File: src/rtl/uart_pkg.sv
// Shared UART definitions: receiver state encoding and oversampling constants.
package uart_pkg;

    typedef enum logic [2:0] {
        IDLE  = 3'd0,
        START = 3'd1,
        DATA  = 3'd2,
        STOP  = 3'd3,
        BREAK = 3'd4
    } rx_state_e;

    localparam int OVERSAMPLE = 16;
    localparam int MID_SAMPLE = 8;

endpackage

File: src/rtl/uart_baud_tick.sv
// Oversample tick divider: pulses tick once every CLK_DIV clocks, held at zero by clr.
module uart_baud_tick #(
    parameter int CLK_DIV = 27
) (
    input  logic clk,
    input  logic reset,
    input  logic clr,
    output logic tick
);

    localparam int CW = (CLK_DIV > 1) ? $clog2(CLK_DIV) : 1;

    logic [CW-1:0] cnt_q;
    logic [CW-1:0] cnt_d;

    assign tick = (cnt_q == CW'(CLK_DIV - 1));

    always_comb begin
        cnt_d = cnt_q + 1'b1;
        if (clr || tick) begin
            cnt_d = '0;
        end
    end

    always_ff @(posedge clk or negedge reset) begin
        if (!reset) begin
            cnt_q <= '0;
        end else begin
            cnt_q <= cnt_d;
        end
    end

endmodule

File: src/rtl/uart_rx_ctrl.sv
// UART receive controller: synchronises rxd, samples mid-bit at 16x oversampling,
// checks framing and hands bytes to the consumer over a valid/ready handshake.
module uart_rx_ctrl
    import uart_pkg::*;
#(
    parameter int CLK_DIV   = 27,
    parameter int DATA_BITS = 8
) (
    input  logic                 clk,
    input  logic                 reset,
    input  logic                 en,
    input  logic                 rxd,
    output logic [DATA_BITS-1:0] rx_data,
    output logic                 rx_valid,
    input  logic                 rx_ready,
    output logic                 frame_err,
    output logic                 overrun,
    output logic                 busy
);

    rx_state_e state_q, state_d;
    logic                 rxd_meta_q, rxd_s_q;
    logic [3:0]           os_cnt_q, os_cnt_d;
    logic [3:0]           bit_cnt_q, bit_cnt_d;
    logic [DATA_BITS-1:0] shift_q, shift_d;
    logic [DATA_BITS-1:0] rx_data_q, rx_data_d;
    logic                 rx_valid_q, rx_valid_d;
    logic                 frame_err_q, frame_err_d;
    logic                 overrun_q, overrun_d;
    logic                 busy_q;
    logic                 os_tick;

    uart_baud_tick #(.CLK_DIV(CLK_DIV)) u_baud (
        .clk   (clk),
        .reset (reset),
        .clr   (state_q == IDLE),
        .tick  (os_tick)
    );

    always_comb begin
        state_d     = state_q;
        os_cnt_d    = os_cnt_q;
        bit_cnt_d   = bit_cnt_q;
        shift_d     = shift_q;
        rx_data_d   = rx_data_q;
        rx_valid_d  = rx_valid_q && !rx_ready;
        frame_err_d = 1'b0;
        overrun_d   = 1'b0;

        case (state_q)
            IDLE: begin
                if (en && !rxd_s_q) begin
                    state_d  = START;
                    os_cnt_d = '0;
                end
            end
            START: begin
                if (os_tick) begin
                    if (os_cnt_q == 4'(MID_SAMPLE - 1)) begin
                        os_cnt_d  = '0;
                        bit_cnt_d = '0;
                        state_d   = rxd_s_q ? IDLE : DATA;
                    end else begin
                        os_cnt_d = os_cnt_q + 4'd1;
                    end
                end
            end
            DATA: begin
                if (os_tick) begin
                    if (os_cnt_q == 4'(OVERSAMPLE - 1)) begin
                        os_cnt_d  = '0;
                        bit_cnt_d = bit_cnt_q + 4'd1;
                        shift_d   = {rxd_s_q, shift_q[DATA_BITS-1:1]};
                        if (bit_cnt_q == 4'(DATA_BITS - 1)) begin
                            state_d = STOP;
                        end
                    end else begin
                        os_cnt_d = os_cnt_q + 4'd1;
                    end
                end
            end
            STOP: begin
                if (os_tick) begin
                    if (os_cnt_q == 4'(OVERSAMPLE - 1)) begin
                        os_cnt_d = '0;
                        if (rxd_s_q) begin
                            state_d = IDLE;
                            // A consumer accepting the old byte this cycle frees the slot.
                            if (!rx_valid_q || rx_ready) begin
                                rx_data_d  = shift_q;
                                rx_valid_d = 1'b1;
                            end else begin
                                overrun_d = 1'b1;
                            end
                        end else begin
                            frame_err_d = 1'b1;
                            state_d     = BREAK;
                        end
                    end else begin
                        os_cnt_d = os_cnt_q + 4'd1;
                    end
                end
            end
            BREAK: begin
                if (rxd_s_q) begin
                    state_d = IDLE;
                end
            end
            default: state_d = IDLE;
        endcase

        if (!en) begin
            state_d     = IDLE;
            rx_data_d   = rx_data_q;
            rx_valid_d  = rx_valid_q && !rx_ready;
            frame_err_d = 1'b0;
            overrun_d   = 1'b0;
        end
    end

    always_ff @(posedge clk or negedge reset) begin
        if (!reset) begin
            rxd_meta_q  <= 1'b1;
            rxd_s_q     <= 1'b1;
            state_q     <= IDLE;
            os_cnt_q    <= '0;
            bit_cnt_q   <= '0;
            shift_q     <= '0;
            rx_data_q   <= '0;
            rx_valid_q  <= 1'b0;
            frame_err_q <= 1'b0;
            overrun_q   <= 1'b0;
            busy_q      <= 1'b0;
        end else begin
            rxd_meta_q  <= rxd;
            rxd_s_q     <= rxd_meta_q;
            state_q     <= state_d;
            os_cnt_q    <= os_cnt_d;
            bit_cnt_q   <= bit_cnt_d;
            shift_q     <= shift_d;
            rx_data_q   <= rx_data_d;
            rx_valid_q  <= rx_valid_d;
            frame_err_q <= frame_err_d;
            overrun_q   <= overrun_d;
            busy_q      <= (state_d != IDLE);
        end
    end

    assign rx_data   = rx_data_q;
    assign rx_valid  = rx_valid_q;
    assign frame_err = frame_err_q;
    assign overrun   = overrun_q;
    assign busy      = busy_q;

endmodule
File: config.mk
export PLATFORM = sky130hd
export DESIGN_NAME = uart_rx_ctrl
export DESIGN_NICKNAME = d
export VERILOG_FILES = /design/src/rtl/uart_pkg.sv /design/src/rtl/uart_baud_tick.sv /design/src/rtl/uart_rx_ctrl.sv
export SDC_FILE = /design/constraint.sdc
export NUM_CORES = 1
export LEC_CHECK = 0
export CAP_MARGIN = 10
export CORE_UTILIZATION = 40
export CTS_BUF_LIST = sky130_fd_sc_hd__clkbuf_4 sky130_fd_sc_hd__clkbuf_8 sky130_fd_sc_hd__clkbuf_16
export DETAILED_ROUTE_END_ITERATION = 10
export GPL_ROUTABILITY_DRIVEN = 0
export PLACE_DENSITY = 0.63
export SETUP_SLACK_MARGIN = 0.02
export SLEW_MARGIN = 20
export SYNTH_ARGS = -nofsm -noshare
export SYNTH_HDL_FRONTEND = slang
export SYNTH_SLANG_ARGS = --single-unit
File: constraint.sdc
create_clock -name clk -period 5.65 [get_ports clk]
set_clock_uncertainty 0.2 [all_clocks]
set_input_delay 1.13 -clock clk [delete_from_list [all_inputs] [get_ports clk]]
set_output_delay 1.13 -clock clk [all_outputs]
set_load 0.01 [all_outputs]
Figure 1. The metal 2 layer (run 1).
Bar = 20 µm.
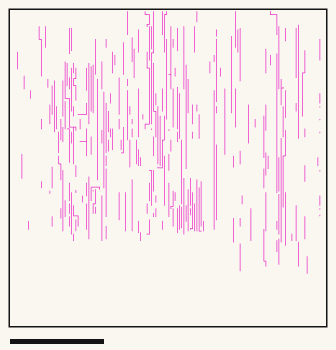
share of all routed wire	49%
longest straight run	29.6 µm
wire length on this layer	1420 µm
WL final: 2880 µm
GR met2 Demand/Resource: 25.3%
DR vias: 1125

Figure 2. Clock routing (run 1).
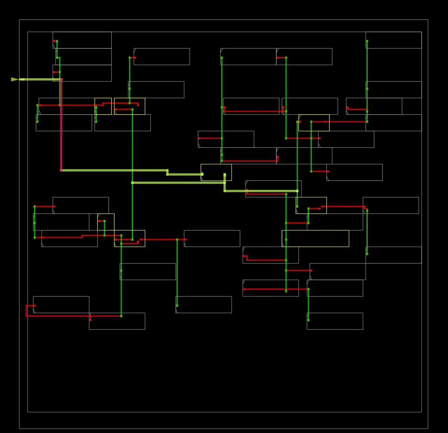
Flop Count: 38
Clock Sinks: 38
clkbuf count: 5

==> results_dict.tcl, run 1 <==
# metrics dict for downstream scripts
set metrics [dict create \
    cp_cell_sequence "clkdlybuf4s50_1, nand2b_1, nor3_2, o21bai_1, or4_1, o211ai_1" \
    dp_hpwl_um 2060 \
    crit_fanout 6 \
    cts_setup_buffers 0 \
    die_h_um 67.3 \
    crit_family "simple AND/OR/NAND/NOR gates" \
    highest_layer "met4" \
    cts_tree "done" \
    syn-cell-area_um2 1710 \
    antenna_found_initial 0 \
    viasPerCell 5.23 \
    yosys_warnings 0 \
    avgSynthCellArea_um2 11.7 \
    clk_pin_slew_ps 70 \
    drv_cap 0 \
    crit_path_end_kind "flip-flop" \
    drive_gt1_share_pct 18.8 \
    synth.comb.largest_family "simple AND/OR/NAND/NOR gates" \
    clock_path_buffers 2 \
    final_common_cell "dfrtp_1" \
    top_cell "dfrtp_1" \
    hold_class "flip-flop to flip-flop" \
    synthCells 146 \
    cts_hold_buffers 0 \
    mux_share_pct 11.2 \
    cp_num_buf_inv 1 \
    r2r_start "u_baud.cnt_q[0]$_DFF_PN0_" \
    drt_iter0_markers 28 \
    first_pass_iters 4 \
    ys.flop_type "dfrtp_1" \
    cp.arrival_ps 2850 \
    track_usage_pct 14.8 \
    crit_required_ps 5640 \
    grt_remaining_overflow 0 \
    enable_flop_cells 0 \
    nNetsFinal 173 \
    dr_wl_met3_um 84 \
    ir_worst_vdd_v 0.000194 \
    power_leakage_uw 0.000924 \
    outcome "finished, final reports clean" \
]
Figure 3. Power grid (run 1).
Bar = 20 µm. Pins as bars on the die edge.
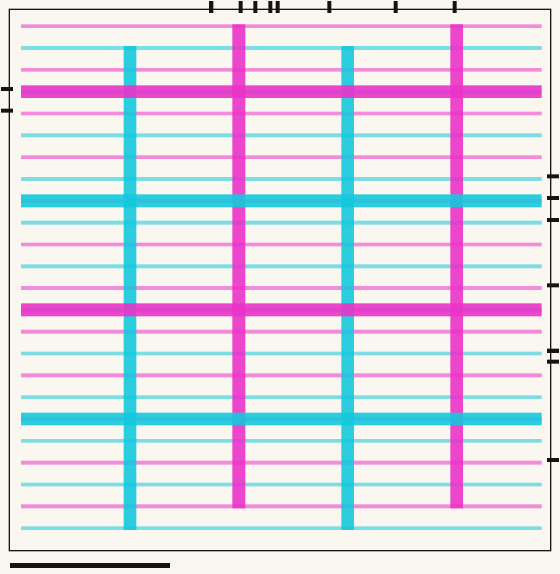
colour	net
cyan	VSS
magenta	VDD
rows	23
signal pins	17
met5 straps	4
met4 straps	4
met1 rails	24

==> run 1: metrics by stage <==
step | utilization, % | setup slack (ps)
6_report | 49.5 | 2800
5_1_grt | 49.5 | 2720
4_1_cts | 49.5 | 2820
3_5_place_dp | 46.7 | 2520
3_3_place_gp | 46.7 | 2590
2_1_floorplan | - | 3270
==> run 1: layer usage <==
layer / vias to the layer above / global-route usage (%)
li1: 549 / -
met1: 558 / 17.4
met2: 16 / 25.3
met3: 2 / 4.22
met4: 0 / 5.85
met5: - / 0
==> run 1: report_power, final <==
group | internal (µW) | switching [µW] | total [µW]
combinational | 11.7 | 17.0 | 28.7
sequential | 280 | 9.11 | 289
clock | 131 | 93.9 | 225
total | 423 | 120 | 543
==> run 1: registers in the layout, summed over array words and instances (netlist names) <==
name and flops:
bit_cnt_q 4, busy 1, frame_err 1, os_cnt_q 4
overrun 1, rx_data 8, rx_valid 1, rxd_meta_q 1
rxd_s_q 1, shift_q 8, state_q 3, u_baud.cnt_q 5
==> run 1: final timing paths <==
kind                                           end  slack, ps  cells past startpoint
max                        os_cnt_q[3]$_DFFE_PN0P_       2800                      6
max reg2reg                 shift_q[2]$_DFFE_PN0P_       3480                      5
min                              rxd_s_q$_DFF_PN1_        160                      0
max in group asynchronous  os_cnt_q[1]$_DFFE_PN0P_       3990                      1
min in group asynchronous   rx_data[0]$_DFFE_PN0P_        740                      1
min reg2reg                      rxd_s_q$_DFF_PN1_        160                      0
==> run 1: final cells by class <==
class / count / area (µm²)
clock buffers: 5 / 68.8
well taps: 50 / 62.6
clock inverters: 3 / 45.0
multi-input cells: 97 / 702
inverters: 6 / 22.5
flip-flops and latches: 38 / 953
fillers: 347 / 2050
repair buffers: 16 / 155
Figure 4. Metal layers overlaid (run 1).
Bar = 20 µm. Two of the layers only.
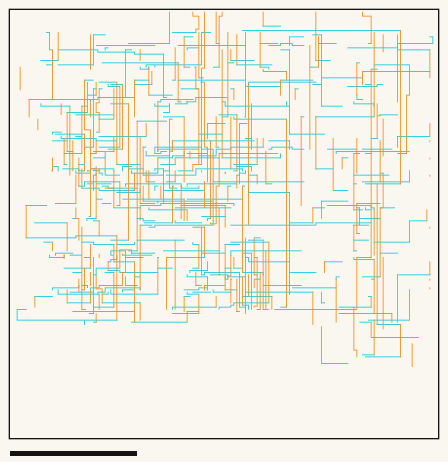

--- run 2 (diff from run 1) ---
PLACE_DENSITY = 0.66   (was 0.63)
clock period = 2.3 ns   (was 5.65 ns; I/O delays follow)
Figure 5. Metal layers overlaid (run 2).
Bar = 20 µm. Two of the layers only.
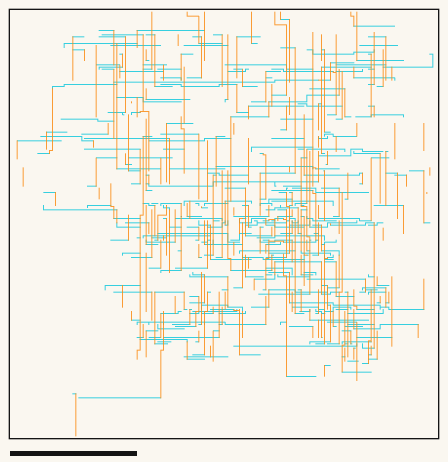
colour	layer	wire length
cyan	metal 1	1380 µm
orange	metal 2	1390 µm
Total GRT Usage: 14.6%
DR vias: 1148
routed wire length per instance: 13.3 µm
WL final: 2900 µm

==> results_dict.tcl, run 2 <==
# metrics dict for downstream scripts
set metrics [dict create \
    fin_crit_ps 2070 \
    cts_buffers 5 \
    antenna_found_initial 0 \
    first_pass_iters 4 \
    avgSynthCellArea_um2 11.7 \
    cp.arrival_ps 2040 \
    clk_pin_slew_ps 80 \
    synthCells 146 \
    cts_tree "done" \
    regArea_um2 953 \
    ys_ff 38 \
    yosys_warnings 0 \
    hold_class "input port to async pin" \
    nNetsFinal 177 \
    ys.flop_type "dfrtp_1" \
    finalHoldViolCount 0 \
    drv_cap 0 \
    stdcell_count 219 \
    grt_max_degree 39 \
    cts_setup_buffers 0 \
    top_cells_by_count "dfrtp_1 (36), mux2_2 (17), nand2_1 (12), nor2_1 (12), nand3_1 (7)" \
    final_cell_area_um2 2020 \
    crit_required_ps 2270 \
    tool_warnings 27 \
    grtUsageMet2_pct 22.9 \
    outcome "finished, final reports clean" \
    die_area_um2 4530 \
    clock_path_buffers 2 \
    top_cell "dfrtp_1" \
    relSlewSlack_pct 44.8 \
    cts_root_buf "clkbuf_8" \
    simple_gate_share_pct 17.3 \
    syn-cell-area_um2 1710 \
    grt.busiest_layer "met2" \
    viasPerCell 5.24 \
    highest_layer "met4" \
    cts-htree-levels 2 \
    power_leakage_uw 0.000941 \
    cts_hold_buffers 0 \
    dp_hpwl_um 2090 \
    powerDensity_nw_per_um2 623 \
    setup_tns_ps 0 \
    seq_power_share_pct 56.3 \
    dr_wl_met3_um 83 \
    p_total_uw 1260 \
    logic_area_um2 703 \
    pwr-share-clk_pct 38.0 \
    mux_share_pct 11.2 \
    fp-utilization_pct 42.0 \
    synth_stat.cells 146 \
    std_cell_rows 23 \
    die_h_um 67.3 \
    ys_seq_share_pct 55.9 \
    numClockSinks 38 \
    pwr-share-comb_pct 5.7 \
    enable_flop_cells 0 \
    drive_gt1_share_pct 21.3 \
    ir_worst_vdd_v 0.000249 \
    yosys_area_um2 1710 \
    sw_frac_of_total_pct 23.9 \
    wl_met1_um 1380 \
    crit_fanout 8 \
    drc 0 \
    drt_iter0_markers 76 \
    fillCellCount 366 \
    crit_path_end_kind "flip-flop" \
    synth.comb.largest_family "simple AND/OR/NAND/NOR gates" \
    grt_first_pass_wirelength_um 4830 \
    clock.fmax_ghz 0.484 \
    final_common_cell "dfrtp_1" \
    switchingPower_uw 301 \
    gr-usage-met1_pct 18.2 \
    grt_remaining_overflow 0 \
    p_int_uw 959 \
    synth_cell_types 38 \
]
Figure 6. The metal 3 layer (run 2).
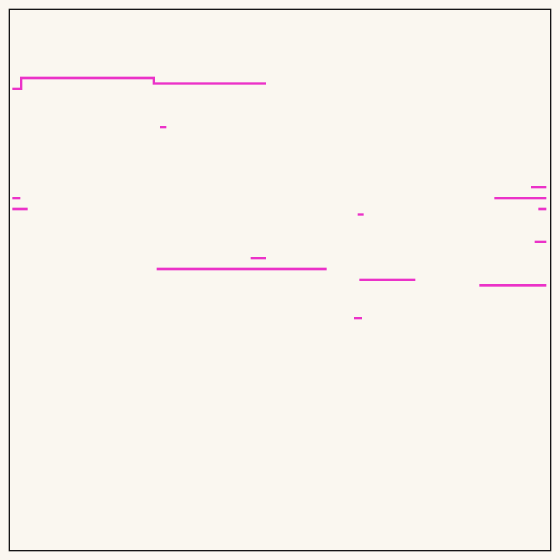
wire length on this layer	83.5 µm
longest straight run	20.9 µm
routing usage on met3: 4.05%

-- run 2: cell counts after synthesis --
Identical to the previous run, type by type.
-- run 2: area by class of cell --
cell class | count | share of cell area, %
clock inverters | 2 | 0.619
clock buffers | 6 | 4.08
repair buffers | 20 | 9.16
flip-flops and latches | 38 | 47.2
multi-input cells | 97 | 34.8
well taps | 50 | 3.09
inverters | 6 | 1.11
-- run 2: worst max-delay path: stages, from the launching register on --
cell and delay, ps:
dfrtp_1 410, inv_1 70, ha_1 170, and4b_2 310
nand4_1 140, inv_1 130, nand4_4 200, mux2_2 330
-- run 2: power groups by stage --
stage	Clock, µW	Sequential (µW)	Combinational [µW]
2_1_floorplan	0	715	43.9
3_5_place_dp	0	722	74.0
3_3_place_gp	0	721	71.2
4_1_cts	497	709	74.3
5_1_grt	520	712	85.0
6_report	479	709	72.4
-- run 2: path summary, 6_finish.rpt --
kind,end,from,cells past startpoint,slack [ps]
min in group clk,rxd_s_q$_DFF_PN1_,rxd_meta_q$_DFF_PN1_,0,150
max reg2reg,rx_data[7]$_DFFE_PN0P_,u_baud.cnt_q[0]$_DFF_PN0_,7,230
max in group asynchronous,rx_data[2]$_DFFE_PN0P_,reset,1,1310
min reg2reg,rxd_s_q$_DFF_PN1_,rxd_meta_q$_DFF_PN1_,0,150
max,rx_data[7]$_DFFE_PN0P_,u_baud.cnt_q[0]$_DFF_PN0_,7,230
min,os_cnt_q[1]$_DFFE_PN0P_,reset,1,60
-- run 2: through the flow --
step / setup slack, ps / util (%)
after global placement: 145 / 47.5
after floorplan: 389 / -
after global routing: 73.9 / 49.8
after detailed placement: 69.3 / 47.5
final: 232 / 49.8
after CTS: 149 / 49.8
Power and IR drop assume default switching activity.
